===== src/rtl/game_sequencer.sv =====
// Game flow sequencer: attract loop, get-ready, timed play and times-up phases, then leaderboard.
// One prescaler produces the game-second tick; every timed phase counts seconds_left down on it.
module game_sequencer #(
    parameter int CLK_HZ       = 50000000,
    parameter int READY_SECS   = 3,
    parameter int GAME_SECS    = 60,
    parameter int TIMESUP_SECS = 3,
    parameter int NUM_SCREENS  = 4,
    parameter int SCREEN_SECS  = 5,
    parameter int PU_START     = 30,
    parameter int PU_LEN       = 5,
    parameter int SEC_W        = 8
) (
    input  logic                                                  clock,
    input  logic                                                  resetn,
    input  logic                                                  start,
    input  logic                                                  hold,
    input  logic                                                  abort,
    output logic [(NUM_SCREENS > 1 ? $clog2(NUM_SCREENS) : 1)-1:0] curr_screen,
    output logic [SEC_W-1:0]                                      seconds_left,
    output logic                                                  get_ready,
    output logic                                                  times_up,
    output logic                                                  leaderboard,
    output logic                                                  playing,
    output logic                                                  snitch_powerup,
    output logic                                                  end_of_game
);

    localparam int SCR_W = NUM_SCREENS > 1 ? $clog2(NUM_SCREENS) : 1;
    localparam int P_W   = CLK_HZ > 1 ? $clog2(CLK_HZ) : 1;
    localparam int SS_W  = SCREEN_SECS > 1 ? $clog2(SCREEN_SECS) : 1;

    localparam logic [P_W-1:0]   P_LAST   = P_W'(CLK_HZ - 1);
    localparam logic [SS_W-1:0]  SS_LAST  = SS_W'(SCREEN_SECS - 1);
    localparam logic [SCR_W-1:0] SCR_LAST = SCR_W'(NUM_SCREENS - 1);
    localparam bit               PU_EN    = (PU_LEN > 0) && (PU_START <= GAME_SECS);

    typedef enum logic [2:0] {IDLE, READY, PLAY, TIMESUP, BOARD} state_t;

    state_t            state, nxt_state;
    logic [P_W-1:0]    presc, nxt_presc;
    logic [SS_W-1:0]   scr_sec, nxt_scr_sec;
    logic [SCR_W-1:0]  nxt_screen;
    logic [SEC_W-1:0]  nxt_secs;
    logic              nxt_eog;
    logic              armed, nxt_armed;
    logic              sec_tick, accept;

    function automatic logic pu_hit(input logic [SEC_W-1:0] s);
        int si;
        si = int'(s);
        return PU_EN && (si <= PU_START) && (si > PU_START - PU_LEN);
    endfunction

    assign sec_tick = !hold && (presc == P_LAST);
    // armed drops when a game is accepted and only returns once start is seen low,
    // so a held start button launches exactly one game.
    assign accept   = start && armed && !hold;

    always_comb begin
        nxt_state   = state;
        nxt_presc   = hold ? presc : (sec_tick ? '0 : presc + P_W'(1));
        nxt_secs    = seconds_left;
        nxt_screen  = curr_screen;
        nxt_scr_sec = scr_sec;
        nxt_eog     = 1'b0;
        nxt_armed   = armed | ~start;
        if (abort) begin
            nxt_state   = IDLE;
            nxt_secs    = '0;
            nxt_screen  = '0;
            nxt_scr_sec = '0;
        end else if (!hold) begin
            case (state)
                IDLE, BOARD: begin
                    if (accept) begin
                        nxt_state = READY;
                        nxt_secs  = SEC_W'(READY_SECS);
                        nxt_armed = 1'b0;
                    end else if (state == IDLE && sec_tick) begin
                        if (scr_sec == SS_LAST) begin
                            nxt_scr_sec = '0;
                            nxt_screen  = (curr_screen == SCR_LAST) ? '0 : curr_screen + SCR_W'(1);
                        end else begin
                            nxt_scr_sec = scr_sec + SS_W'(1);
                        end
                    end
                end
                READY, PLAY, TIMESUP: begin
                    if (sec_tick) begin
                        if (seconds_left <= SEC_W'(1)) begin
                            case (state)
                                READY: begin
                                    nxt_state = PLAY;
                                    nxt_secs  = SEC_W'(GAME_SECS);
                                end
                                PLAY: begin
                                    nxt_state = TIMESUP;
                                    nxt_secs  = SEC_W'(TIMESUP_SECS);
                                    nxt_eog   = 1'b1;
                                end
                                default: begin
                                    nxt_state = BOARD;
                                    nxt_secs  = '0;
                                end
                            endcase
                        end else begin
                            nxt_secs = seconds_left - SEC_W'(1);
                        end
                    end
                end
                default: nxt_state = IDLE;
            endcase
        end
        // Each phase starts on a fresh second.
        if (nxt_state != state) nxt_presc = '0;
    end

    always_ff @(posedge clock or negedge resetn) begin
        if (!resetn) begin
            state          <= IDLE;
            presc          <= '0;
            scr_sec        <= '0;
            armed          <= 1'b1;
            curr_screen    <= '0;
            seconds_left   <= '0;
            get_ready      <= 1'b0;
            playing        <= 1'b0;
            times_up       <= 1'b0;
            leaderboard    <= 1'b0;
            snitch_powerup <= 1'b0;
            end_of_game    <= 1'b0;
        end else begin
            state          <= nxt_state;
            presc          <= nxt_presc;
            scr_sec        <= nxt_scr_sec;
            armed          <= nxt_armed;
            curr_screen    <= nxt_screen;
            seconds_left   <= nxt_secs;
            get_ready      <= (nxt_state == READY);
            playing        <= (nxt_state == PLAY);
            times_up       <= (nxt_state == TIMESUP);
            leaderboard    <= (nxt_state == BOARD);
            snitch_powerup <= (nxt_state == PLAY) && pu_hit(nxt_secs);
            end_of_game    <= nxt_eog;
        end
    end

endmodule


===== config.mk =====
export PLATFORM = sky130hd
export DESIGN_NAME = game_sequencer
export DESIGN_NICKNAME = d
export VERILOG_FILES = /design/src/rtl/game_sequencer.sv
export SDC_FILE = /design/constraint.sdc
export NUM_CORES = 1
export LEC_CHECK = 0
export CORE_MARGIN = 2
export CORE_UTILIZATION = 65
export CTS_BUF_LIST = sky130_fd_sc_hd__clkbuf_4
export CTS_CLUSTER_SIZE = 24
export DETAILED_ROUTE_END_ITERATION = 6
export PLACE_DENSITY_LB_ADDON = 0.12
export SETUP_SLACK_MARGIN = 0.3
export SKIP_CTS_REPAIR_TIMING = 1
export SLEW_MARGIN = 15
export SYNTH_ARGS = -nofsm -noshare
export SYNTH_HDL_FRONTEND = slang
export SYNTH_SLANG_ARGS = --single-unit

===== constraint.sdc =====
create_clock -name clock -period 6.1 [get_ports clock]
set_clock_uncertainty 0.05 [all_clocks]
set_input_delay 1.22 -clock clock [delete_from_list [all_inputs] [get_ports clock]]
set_output_delay 1.22 -clock clock [all_outputs]
set_load 0.1 [all_outputs]

==> images/clocks.png <==
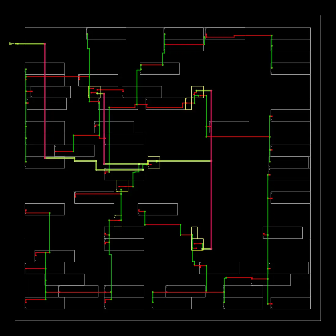
clock latency reported for the late side of the worst-skew pair: 0.39 ns
cts bufs inserted: 5
flip-flops: 49
number of clock sinks: 49
CLK BUF: 5

==> images/power_grid.png <==
Pins as bars on the die edge.
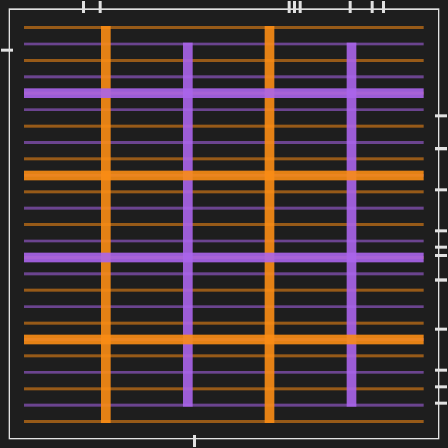
net	colour
VSS	orange
VDD	purple
met5 straps	4
met1 rails	25
met4 straps	4

==> images/flops_by_reg.png <==
Other sequential cells in the stronger grey, the rest of the logic in the fainter grey.
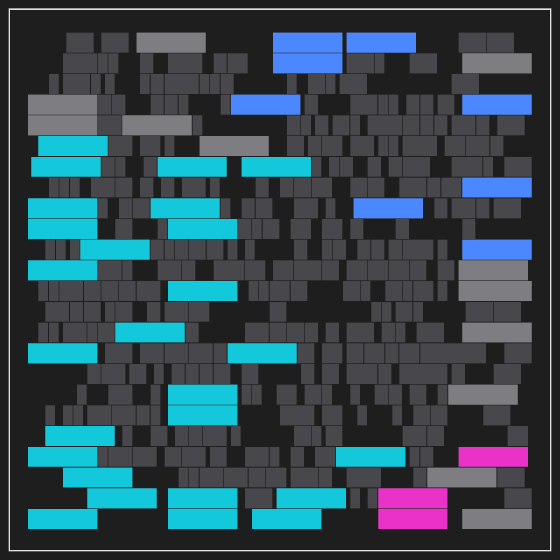
netlist name	colour	flops
state	magenta	3
seconds_left	blue	8
presc	cyan	26
not coloured	12

==> images/logic_types.png <==
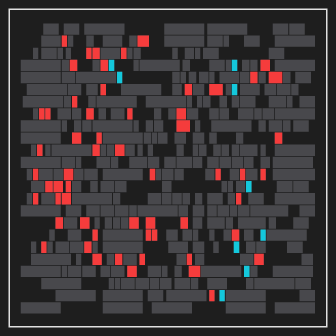
family	colour	cells
inverters	cyan	9
NAND gates	red	58

==> results.md <==
| Result | Value |
|---|---|
| Proportion of power drawn by the clock network | 0.245 |
| Final cycle utilization of the critical path | 0.6430 |
| Unrepaired setup endpoints after global routing | no |
| # H-tree levels | 2 |
| Launch instance of the worst min-delay path | armed |
| Number of antenna violations at the first check in global routing | 0 |
| Fin area | 3156 µm² |
| Placement Cell Area | 3103 µm² |
| R2R Setup Slk | 2.86 ns |
| Num rows | 24 |
| Share of synthesized registers carrying an async set or reset | 1.000 |
| Sw Ratio | 0.3159 |
| DRC errors left | 0 |
| Number of iterations in the first detailed-routing pass | 4 |
| Placed cell count | 388 |
| Buffer type at the clock tree root | sky130_fd_sc_hd__clkbuf_4 |
| Crit path buf inv count | 3 |
| Cell area power density | 189.7 nW/µm² |
| Aggregate routed wire length | 6423 µm |
| Outcome | finished, final reports clean |
| CTS max path bufs | 2 |
| Library cell occupying the most area in the post-synthesis netlist | sky130_fd_sc_hd__dfrtp_1 |
| Sum of negative setup slack | 0 ns |
| Maximum number of pins on one net before global-route repair | 50 |
| Worst hold path class | reg -> reg |
| GR Layer Usage met1 | 0.3640 |
| Residual overflow from global routing | 0 |
| Arrival time of the worst setup path | 4.11 ns |
| Top cell family by delay on the critical path | simple AND/OR/NAND/NOR gates |
| Die Outline Area | 5029 µm² |
| Via count of the routed design | 2,509 |
| Detail Route Antenna Nets | 0 |
| Yosys-reported design area after synthesis | 2910 µm² |
| Cell-internal power | 0.4096 mW |
| Largest register by flop count | presc |
| Iteration-0 DRC count of the detailed router | 225 |
| Cell types with the largest area share after synthesis | sky130_fd_sc_hd__dfrtp_1, sky130_fd_sc_hd__nor2_1, sky130_fd_sc_hd__xnor2_1 |
| Half-perimeter wire length of the detailed placement result | 4586 µm |
| Number of instances in the synthesized netlist | 333 |
| Layout filler cell count | 338 |
| Proportion of synthesized chip area in sequential cells | 0.4218 |
| Top-level I/O count | 21 |
| Number of buffer cells added on primary ports | 20 |
| Synth unique cells | 59 |
| Launching instance or port of the critical path | hold |
| Top Metal Used | met4 |
| Sum of met2 wire segment lengths after detailed routing | 3057 µm |
| Net Count, Synth | 344 |
| Utilization of the core after routing | 0.7297 |
| Critical path required time | 6.29 ns |
| Final hold slack | 0.4458 ns |
| Setup Crit Path Kind | in -> reg |
| Capturing instance or port of the critical path | presc[19] |
| Worst hold path endpoint | armed |
| Combinational group power | 0.111 mW |
| Final-report max-slew violation count | 0 |
| Largest register FFs | 26 |
cells in the mapped netlist, types with 2 or more instances:
cell,number
sky130_fd_sc_hd__nand2b_1,2
sky130_fd_sc_hd__and3_1,6
sky130_fd_sc_hd__mux2i_1,3
sky130_fd_sc_hd__and4_1,2
sky130_fd_sc_hd__nand4b_1,3
sky130_fd_sc_hd__a21o_1,2
sky130_fd_sc_hd__clkbuf_1,15
sky130_fd_sc_hd__and4b_1,2
sky130_fd_sc_hd__inv_1,9
sky130_fd_sc_hd__nor3_1,19
sky130_fd_sc_hd__nand3_1,14
sky130_fd_sc_hd__a31oi_1,4
sky130_fd_sc_hd__or4_1,2
sky130_fd_sc_hd__a21oi_1,21
sky130_fd_sc_hd__nand2_1,26
sky130_fd_sc_hd__nand3b_1,2
sky130_fd_sc_hd__dfrtp_1,48
sky130_fd_sc_hd__nor2_1,45
sky130_fd_sc_hd__xnor2_1,13
sky130_fd_sc_hd__xor2_1,8
sky130_fd_sc_hd__or3_1,10
sky130_fd_sc_hd__a211oi_1,2
sky130_fd_sc_hd__nor4_1,8
sky130_fd_sc_hd__ha_1,6
sky130_fd_sc_hd__o21ai_0,13
sky130_fd_sc_hd__buf_2,3
sky130_fd_sc_hd__nand4_1,11
sky130_fd_sc_hd__and2_1,3
kinds of logic (layout without fill, tap and decap cells):
family          count (synthesis)  in the layout  share of synthesized area
compound gates                 58             58                     0.1298
simple gates                  167            167                     0.3053
buf+inv                        28             39                    0.03998
fa+ha+maj                       6              6                    0.02579
flops                          49             49                     0.4218
mux                             4              4                    0.01419
xor+xnor                       21             21                    0.06320
cell type report:
class,instances,area share
Clock buffer,5,0.01190
Sequential cell,49,0.3890
Multi-Input combinational cell,256,0.4964
Tap cell,52,0.02062
Inverter,9,0.01071
Clock inverter,3,0.003965
Timing Repair Buffer,22,0.06741
Power figures rest on the tool's default switching activity, not on a simulated workload.
